### I/O nets highlighted

Bar = 10 µm.
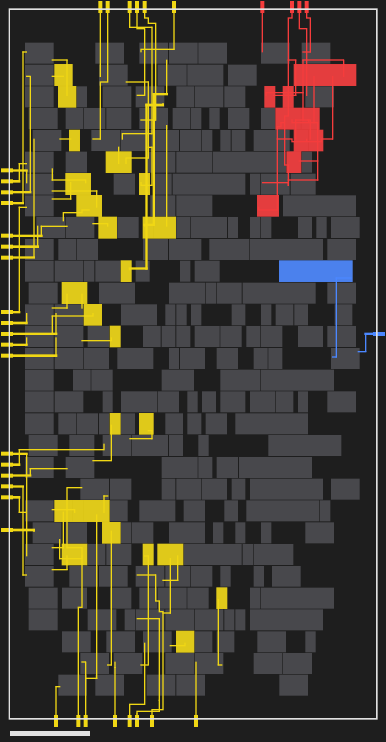
### Sizing map

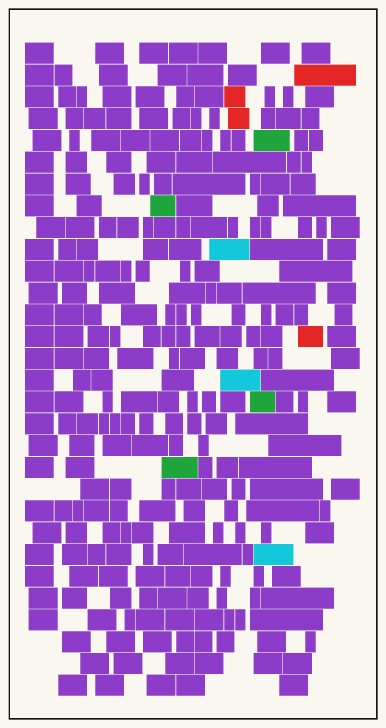
### Placed cells, one color a class

Fill, decap, tap and diode cells in gray.
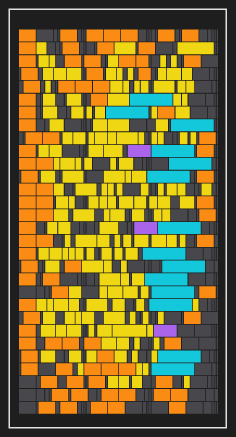
### Cell outlines without signal wires

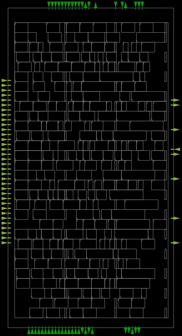
[src/rtl/adder_arbiter.sv]
// -----------------------------------------------------------------------------
// adder_arbiter
//
// Round-robin arbiter that shares one combinational `adder` among NUM_REQ
// requesters. The granted operand pair is added and the WIDTH+1-bit sum is
// registered into a single-entry output slot tagged with the requester index.
// One addition per cycle is sustained while the consumer is not stalling.
//
// Optional feature: define ADDER_ARB_STATS_EN to add saturating statistics
// outputs stat_grants / stat_stalls. Without it those ports do not exist.
//
// Ports:
//   clk         sole clock, rising edge
//   rst         asynchronous, active-high reset
//   req_valid   [NUM_REQ]          requester i holds an operand pair
//   req_ready   [NUM_REQ]          pair i accepted this cycle (one-hot or zero)
//   req_a/b     [NUM_REQ*WIDTH]    operands, requester i at [i*WIDTH +: WIDTH]
//   resp_valid                     output slot holds a result
//   resp_ready                     consumer takes the result this cycle
//   resp_sum    [WIDTH+1]          registered a+b including carry
//   resp_id     [ID_W]             requester that produced resp_sum
//   stat_grants [32]  (stats only) total grants, saturating
//   stat_stalls [32]  (stats only) cycles a request waited on a full slot
// -----------------------------------------------------------------------------

// Shared combinational adder: zero-extends both operands so the carry is kept.
module adder #(
  parameter int WIDTH = 8
) (
  input  logic [WIDTH-1:0] a,
  input  logic [WIDTH-1:0] b,
  output logic [WIDTH:0]   sum
);
  assign sum = {1'b0, a} + {1'b0, b};
endmodule

module adder_arbiter #(
  parameter  int WIDTH   = 8,
  parameter  int NUM_REQ = 4,
  localparam int ID_W    = $clog2(NUM_REQ)
) (
  input  logic                     clk,
  input  logic                     rst,
  input  logic [NUM_REQ-1:0]       req_valid,
  output logic [NUM_REQ-1:0]       req_ready,
  input  logic [NUM_REQ*WIDTH-1:0] req_a,
  input  logic [NUM_REQ*WIDTH-1:0] req_b,
  output logic                     resp_valid,
  input  logic                     resp_ready,
  output logic [WIDTH:0]           resp_sum,
  output logic [ID_W-1:0]          resp_id
`ifdef ADDER_ARB_STATS_EN
  ,
  output logic [31:0]              stat_grants,
  output logic [31:0]              stat_stalls
`endif
);

  typedef enum logic {
    EMPTY = 1'b0,
    FULL  = 1'b1
  } slot_state_t;

  slot_state_t      state_q, state_d;
  logic [ID_W-1:0]  ptr_q;
  logic [ID_W-1:0]  ptr_next;
  logic             slot_free;
  logic             grant_found;
  logic [ID_W-1:0]  grant_idx;
  logic [ID_W-1:0]  scan_idx;
  logic             grant;
  logic [WIDTH-1:0] a_sel;
  logic [WIDTH-1:0] b_sel;
  logic [WIDTH:0]   sum_sel;

  // A full slot that is being drained this cycle can be refilled in the same
  // cycle, which is what keeps back-to-back throughput at one per cycle.
  assign slot_free  = (state_q == EMPTY) || resp_ready;
  assign resp_valid = (state_q == FULL);
  assign grant      = slot_free && grant_found;

  // Round-robin search. Scanning offsets from high to low lets the closest
  // requester to ptr_q overwrite any farther one, so the lowest offset wins.
  // Only req_valid and ptr_q feed this search, never the operands.
  // NOTE: every signal written in an always_comb gets a default first so that
  // no path leaves it unassigned, which would otherwise infer a latch.
  always_comb begin
    grant_found = 1'b0;
    grant_idx   = '0;
    scan_idx    = '0;
    for (int k = NUM_REQ - 1; k >= 0; k--) begin
      scan_idx = ID_W'((int'(ptr_q) + k) % NUM_REQ);
      if (req_valid[scan_idx]) begin
        grant_found = 1'b1;
        grant_idx   = scan_idx;
      end
    end
  end

  // One-hot ready and operand mux use constant slice indices only.
  always_comb begin
    req_ready = '0;
    a_sel     = '0;
    b_sel     = '0;
    for (int k = 0; k < NUM_REQ; k++) begin
      if (grant_idx == ID_W'(k)) begin
        req_ready[k] = grant;
        a_sel        = req_a[k*WIDTH +: WIDTH];
        b_sel        = req_b[k*WIDTH +: WIDTH];
      end
    end
  end

  adder #(.WIDTH(WIDTH)) u_adder (
    .a   (a_sel),
    .b   (b_sel),
    .sum (sum_sel)
  );

  // Explicit wrap so non-power-of-two NUM_REQ rotates correctly.
  assign ptr_next = (int'(grant_idx) == NUM_REQ - 1) ? '0 : grant_idx + 1'b1;

  // Slot state: a grant always fills; otherwise a taken result empties.
  always_comb begin
    state_d = state_q;
    if (grant) begin
      state_d = FULL;
    end else if (resp_ready) begin
      state_d = EMPTY;
    end
  end

  // NOTE: sequential state uses non-blocking assignments so every register
  // samples pre-edge values regardless of statement order.
  always_ff @(posedge clk or posedge rst) begin
    if (rst) begin
      state_q <= EMPTY;
      ptr_q   <= '0;
    end else begin
      state_q <= state_d;
      if (grant) begin
        ptr_q <= ptr_next;
      end
    end
  end

  // Payload only moves on a grant; a drain without refill leaves it as is.
  always_ff @(posedge clk or posedge rst) begin
    if (rst) begin
      resp_sum <= '0;
      resp_id  <= '0;
    end else if (grant) begin
      resp_sum <= sum_sel;
      resp_id  <= grant_idx;
    end
  end

`ifdef ADDER_ARB_STATS_EN
  // Saturating counters: hold at all-ones rather than wrapping.
  always_ff @(posedge clk or posedge rst) begin
    if (rst) begin
      stat_grants <= '0;
      stat_stalls <= '0;
    end else begin
      if (grant && (stat_grants != '1)) begin
        stat_grants <= stat_grants + 32'd1;
      end
      if ((|req_valid) && (state_q == FULL) && !resp_ready &&
          (stat_stalls != '1)) begin
        stat_stalls <= stat_stalls + 32'd1;
      end
    end
  end
`endif

endmodule

[config.mk]
export PLATFORM = sky130hd
export DESIGN_NAME = adder_arbiter
export DESIGN_NICKNAME = d
export VERILOG_FILES = /design/src/rtl/adder_arbiter.sv
export SDC_FILE = /design/constraint.sdc
export NUM_CORES = 1
export LEC_CHECK = 0
export CORE_ASPECT_RATIO = 2
export CORE_MARGIN = 1.5
export CORE_UTILIZATION = 42
export DETAILED_ROUTE_END_ITERATION = 6
export PLACE_DENSITY = 0.85
export SKIP_LAST_GASP = 1
export SYNTH_ARGS = -nofsm -noshare
export SYNTH_HDL_FRONTEND = slang
export SYNTH_SLANG_ARGS = --single-unit
[constraint.sdc]
create_clock -name clk -period 10.75 [get_ports clk]
set_input_delay 1.6125 -clock clk [delete_from_list [all_inputs] [get_ports clk]]
set_output_delay 1.6125 -clock clk [all_outputs]
set_load 0.005 [all_outputs]
==> flow_summary.toml <==
# generated from flow reports
[yosys]
top_area_share_pct = 22.9
ys_top_cells_by_count = "nand2_1, nor2b_1, o31ai_1, a221oi_1, dfrtp_1"
syn_avg_cell_area_um2 = 7.93
postSynthSeqShare_pct = 22.9
synth_cells = 193
synth-edff-count = 0
synth_cell_type_count = 41
syn_nets = 277

[timing]
fmax_mhz = 174
fin_tns_setup_ps = 0
fin_skew_ps = 2.60
finalClockPeriodUsage_pct = 53.6
hold_viol = 0

[critical_path]
arrival_ps = 4150
start_kind = "input port"
endpoint_kind = "output port"

[layout]
n_antenna_cell = 0

[route]
via_count = 1742
vias_per_cell = 5.46
ant_nets = 0

[min_path]
hp-class = "reg -> reg"

[clock_tree]
cts_tree = "yes"
cts_buffers = 3
root_buffer = "clkbuf_8"

[floorplanning]
fp.dieH_um = 88.4

[run_status]
status = "completed"
-- 'I/O nets highlighted' (at the start) --
color	port	direction	edge	end cells	buffers	wire
yellow	req_a	input	18 left, 8 bottom, 6 top	25	32	603 µm
red	req_valid	input	top	9	4	136 µm
blue	resp_valid	output	right	1	1	16.2 µm
Port Buffers: 86
# IOs: 87

-- 'Sizing map' (at the start) --
color	size	cells	share	most used
purple	_0 and _1 cells	260	96%	clkdlybuf4s50_1
cyan	_6 and larger	3	1.1%	clkbuf_8
red	_3 and _4 cells	4	1.5%	buf_4
green	_2 cells	4	1.5%	a211oi_2
Area Growth Syn to Fin: 59.4%
cell area after layout: 2440 µm²

-- 'Placed cells, one color a class' (at the start) --
color	class	cells
yellow	combinational and other logic	166
orange	other buffers and delay cells	88
purple	clock drivers	3
cyan	flops	14
Final Core Density: 70.7%
proportion of cell area occupied by registers: 14.4%

-- 'Cell outlines without signal wires' (at the start) --
Finished Layout Cells: 319
FILL cells: 308
core area: 3450 µm²

cell families (layout without fill, tap and decap cells):
group | count (synthesis) | after routing | share of synthesized area, %
buffers and inverters | 22 | 100 | 6.62
adder cells (fa/ha/maj) | 13 | 13 | 11.1
AND/OR/NAND/NOR | 73 | 73 | 24.8
flip-flops | 14 | 14 | 22.9
AND-OR/OR-AND | 69 | 69 | 33.4
XOR/XNOR | 2 | 2 | 1.14
metrics by stage:
stage	setup slack (ps)	hold WS [ps]	cells	cell area [µm²]	utilization, %
floorplan	6010	467	193	1530	-
global placement	5060	462	316	2400	69.5
detailed placement	4910	470	316	2400	69.5
CTS	5000	482	319	2440	70.7
global route	4850	504	319	2440	70.7
finish	4990	477	319	2440	70.7
power by group through the flow:
stage | clock (mW) | sequential [mW] | combinational (mW)
global placement | 0 | 0.0907 | 0.397
finish | 0.0421 | 0.0904 | 0.406
global route | 0.0441 | 0.0930 | 0.454
floorplan | 0 | 0.0903 | 0.275
detailed placement | 0 | 0.0919 | 0.402
CTS | 0.0425 | 0.0910 | 0.406
worst paths after layout:
path | from | to | slack, ps
worst max-delay path | req_valid[3] | req_ready[1] | 4990
worst min-delay path | resp_id[1] | resp_id[1] | 480
worst max register to register | ptr_q[0] | resp_sum[6] | 6700
worst min register to register | resp_id[1] | resp_id[1] | 480
max in group asynchronous | rst | resp_sum[7] | 8710
min in group asynchronous | rst | resp_sum[8] | 1700
cell type report:
cell class                      count  area, µm²
Clock buffer                        3       41.3
Fill cell                         308       1010
Inverter                            9       33.8
Multi-Input combinational cell    157       1080
Sequential cell                    14        350
Tap cell                           48       60.1
Timing Repair Buffer               88        876
critical path: stages:
cell	delay, ps
clkdlybuf4s50_1	540
inv_1	80
a22o_1	210
a211oi_2	350
ha_1	620
and2_1	230
clkdlybuf4s50_1	490
per-layer routing:
layer	share of wire [%]	wire (µm)	up-vias	GRT usage [%]
met2	58	2620	66	44.9
met4	2.9	129	0	11.8
met3	3.5	155	12	1.84
li1	-	-	869	-
met5	0	0	-	0
met1	35	1580	795	24.4
flip-flops by register name, indices dropped and copies added (netlist names):
register    cells
resp_sum        9
resp_id         2
resp_valid      1
ptr_q           2
layout by cell type (no fill, tap or decap), types with 2 or more instances in the layout:
cell type / n
o31ai_1: 17
nor2_1: 4
a2111o_1: 2
o21ai_0: 11
o31a_1: 2
a211oi_2: 2
inv_1: 9
nor3_1: 2
dfrtp_1: 14
clkdlybuf4s50_1: 86
nand2b_1: 2
nand2_1: 35
nor2b_1: 17
ha_1: 12
a221oi_1: 15
and2_1: 5
buf_4: 2
clkbuf_8: 3
a21oi_1: 9
o211ai_1: 2
Power is estimated from default activity; no workload was simulated.
